==> config.mk <==
export PLATFORM = sky130hd
export DESIGN_NAME = operand_fetch_stage
export DESIGN_NICKNAME = d
export VERILOG_FILES = /design/src/rtl/operand_fetch_stage.sv
export SDC_FILE = /design/constraint.sdc
export NUM_CORES = 1
export LEC_CHECK = 0
export CAP_MARGIN = 20
export CORE_MARGIN = 2
export CORE_UTILIZATION = 44
export DETAILED_ROUTE_END_ITERATION = 6
export PLACE_DENSITY = 0.87
export SLEW_MARGIN = 20
export SYNTH_ARGS = -nofsm -noshare
export SYNTH_HDL_FRONTEND = slang
export SYNTH_SLANG_ARGS = --single-unit
==> constraint.sdc <==
create_clock -name clk -period 2.05 [get_ports clk]
set_input_delay 0.41 -clock clk [delete_from_list [all_inputs] [get_ports clk]]
set_output_delay 0.41 -clock clk [all_outputs]
set_load 0.03 [all_outputs]
**Signal wires by layer**

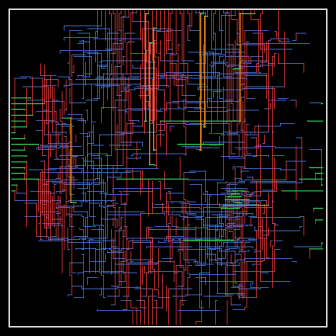
legend:
  blue:
    layer: M1
    wire_length: 2170 um
  green:
    layer: M3
    wire_length: 192 um
  orange:
    layer: M4
    wire_length: 185 um
  red:
    layer: M2
    wire_length: 3120 um
Routed WL: 5670 um
WL/cell: 14.6 um
detailed-route via count: 1954

**Placement density heat map**

7 x 7 tiles, from white (low) to dark blue (high), 0 to 100% covered.
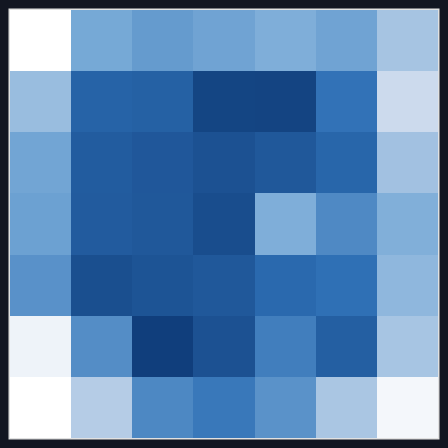
mean over tiles: 60%
nearly empty tiles: 4.1%
tiles over 75% full: 39%
emptiest ninth of the die: lower left
fullest tile: 94%
Core ar.: 4720 um2
Init Core Util: 0.456
Final Util: 0.717

**Gate families picked out**

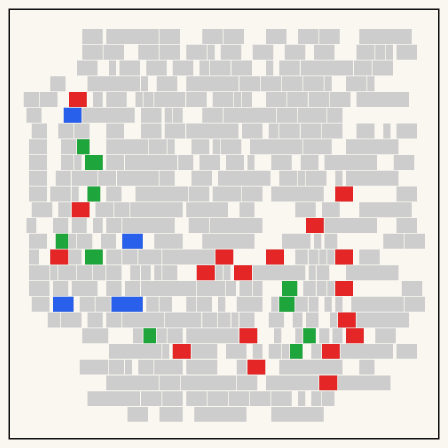
legend:
  blue:
    family: non-inverting ao/oa cells
    cells: 4
  green:
    family: and/or cells
    cells: 10
    most_used: and3_1
  red:
    family: xor and xnor cells
    cells: 18
    most_used: xnor2_1
logic share of the area: 0.324
most used logic cell in the final layout: clkdlybuf4s50_1
final cell count without fillers: 388

**Routing congestion**

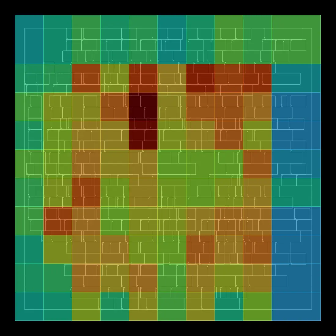
met1 GRT Util: 0.249
Total GRT Usage: 0.212
routing usage on met2: 0.376
layer with the highest usage: met2
routing usage on met3: 0.0393

**Metal 2**

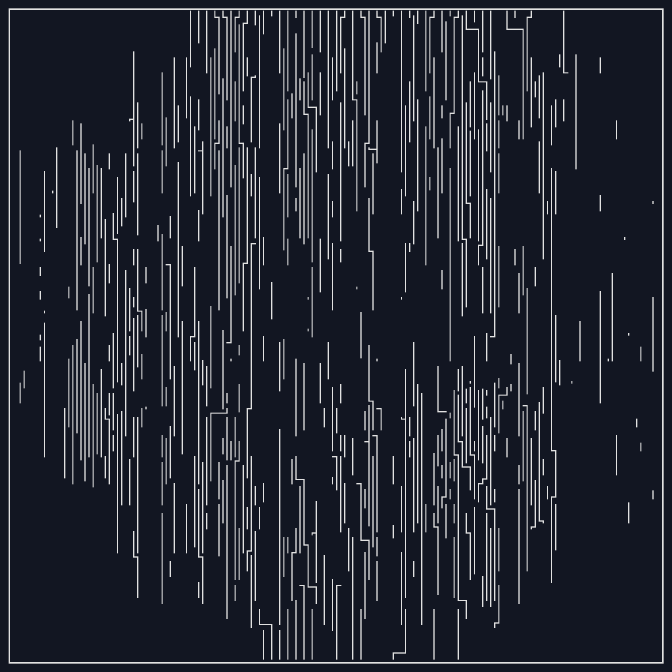
nets with wire on the layer: 320
main direction: vertical
share of all routed wire: 55%
longest straight run: 32.3 um
wire length on this layer: 3120 um

==> run summary <==
yosys + openroad results -> vias per inst approximately 5, CP max-delay cell mux2_4, final clock period utilization by the worst path 0.984, worst ir drop on vdd 0.399 mV, Area Growth Syn to Fin 57.3%, crit path launch type input pin, die width approximately 74 um, Max-slew headroom 0.650, OpenROAD warnings 26, input/output buffers between 80 and 90, Leak 1.52 nW, nets@finish approximately 360, clock tree sinks 39, Crit path max-delay family buffers and inverters, CP endpoint kind flip-flop, top_reg_cell synth dfrtp_1, most used cell, CP buf_4, outcome complete, no violations, kind of critical path input pin to flip-flop, DP Area around 3200 um2, crit-path max cell delay 300 ps, die height ~74 um, synthesized cell area roughly 2200 um2, final antenna-violating net count 0, CP bufs+invs 4, R2R depth 8, Hold Buf Count CTS 0, clk buf depth 2, Post-Syn Instances approximately 210, Clock Skews about 6.3 ps, vias in the first global route approximately 2000, WP depth 9, Hold WC Path Type input pin to asynchronous set/reset pin, number of enable flip-flop cells 0, Post-DP HPWL between 4000 and 5000 um, post-synth area from yosys stat between 2000 and 2500 um2, max-cap violations 0, Min Hold Slack around 95 ps, yosys cell count 208, root buffer cell clkbuf_8, row count 25, Synth Warn # 0, initial antenna violation count 0, max frequency 0.496 GHz, CTS tree done, CTS buffer count 5, fraction of registers with async set/reset 1.00, Largest register FFs 16, H-Tree Depth 2, worst path cell trace dlygate4sd2_1 > a22o_1 > nand2_2 > o21ai_2 > buf_4 > buf_4 > a211oi_4 > buf_4 > mux2_4, crit path max fanout 4, num ports 83, final-report max-slew violation count 0, Synth flops 39, total die area roughly 5500 um2, Pre-antenna DRT Iters 4, Final Wtd Congestion ~0.9, ant diodes 0, CP arrival 2190 ps, post-synthesis sequential area ratio 0.453, syn_nets 247, critical path required time ~2200 ps, final instance area 3390 um2, FF-to-FF setup slack 120 ps, pin count of the biggest net entering global routing 33, Final Power 3.45 mW, Final min period 2020 ps, total grt overflow 0, ratio of cells with drive above 1 in the final layout 0.252, distinct lib cells 41, Slew @ Worst Pin approximately 530 ps, PD cells about 1000 nW/um2, first-pass GRT wire length 8870 um, clk_lat worst skew 280 ps, initial DRC count 77, drt drc 0, final hold violations 0, final tally of setup violations 0, clk slew on worst S/H paths around 80 ps, Avg Cell Area, Syn between 10 and 15 um2
==> through the flow <==
stage,setup TNS (ps),setup slack (ps),util,instances
floorplan,0,10.2,-,208
global placement,-10590,-316,0.675,373
detailed placement,-12520,-382,0.675,373
CTS,0,4.59,0.708,385
global route,-37.3,-25.5,0.717,388
finish,0,33.1,0.717,388
==> cells in the final DEF (no fill, tap or decap), drive strengths merged, types with 2 or more instances in the layout <==
cell type	instances
clkbuf	8
nand2b	2
nor3	5
mux2	3
nand3	9
and3	5
xnor2	18
buf	43
nor2b	4
mux2i	17
and3b	2
inv	4
clkdlybuf4s50	65
dfrtp	39
o21ai	8
a21oi	16
nor4	2
nor2	20
nand4	9
nand2	16
dlygate4sd2	7
==> synth_stat cells, types with 2 or more instances <==
master	number	share of area
mux2i_1	17	0.079
buf_6	4	0.021
o21ai_1	3	0.0070
and3b_1	2	0.0081
dfrtp_1	39	0.45
nor2_1	20	0.035
xnor2_1	18	0.073
nand2b_1	2	0.0058
nor2b_1	4	0.012
o21ai_2	2	0.0081
and3_1	5	0.015
nor3_1	5	0.012
a21oi_2	10	0.041
nor4_1	2	0.0058
nand3_1	8	0.019
nand2_1	16	0.028
buf_4	8	0.028
o21ai_0	3	0.0070
nand4_1	9	0.026
a21oi_1	6	0.014
mux2_1	2	0.010
inv_1	4	0.0070
==> per-layer routing <==
layer,up-vias,track usage,routed length [um]
li1,948,-,-
met1,927,0.249,2170
met2,65,0.376,3120
met3,14,0.0393,192
met4,0,0.0970,184
met5,-,0,0
==> timing repair <==
action	4_1_cts	5_1_grt
buffers inserted	4	3
pin swaps	6	5
resized	15	11
gates cloned	0	0
endpoints found under the setup margin	28	20
==> report_power, final <==
group          internal, mW  switching [mW]  total, mW
clock network         0.394           0.262      0.655
logic                 0.749           0.897       1.65
registers             0.982           0.161       1.14
total                  2.13            1.32       3.45
==> cell type report <==
type                       count  area (um2)
tap                           67        83.8
sequential                    39         978
clock buffer                   6        82.6
multi-input combinational    152        1100
clock inverter                 2        35.0
inverter                       4        15.0
fill                         344        1340
timing repair buffer         118        1090
==> logic make-up (layout without fill, tap and decap cells) <==
| kind of cell | after synthesis | count (layout) | synth area share |
|---|---|---|---|
| fa+ha+maj | 1 | 1 | 0.00581 |
| other cells | 1 | 1 | 0.00174 |
| buf+inv | 17 | 130 | 0.0581 |
| simple gates | 79 | 79 | 0.190 |
| compound gates | 33 | 33 | 0.121 |
| xor+xnor | 18 | 18 | 0.0733 |
| mux | 20 | 20 | 0.0965 |
| flops | 39 | 39 | 0.453 |
Power is estimated from default activity; no workload was simulated.
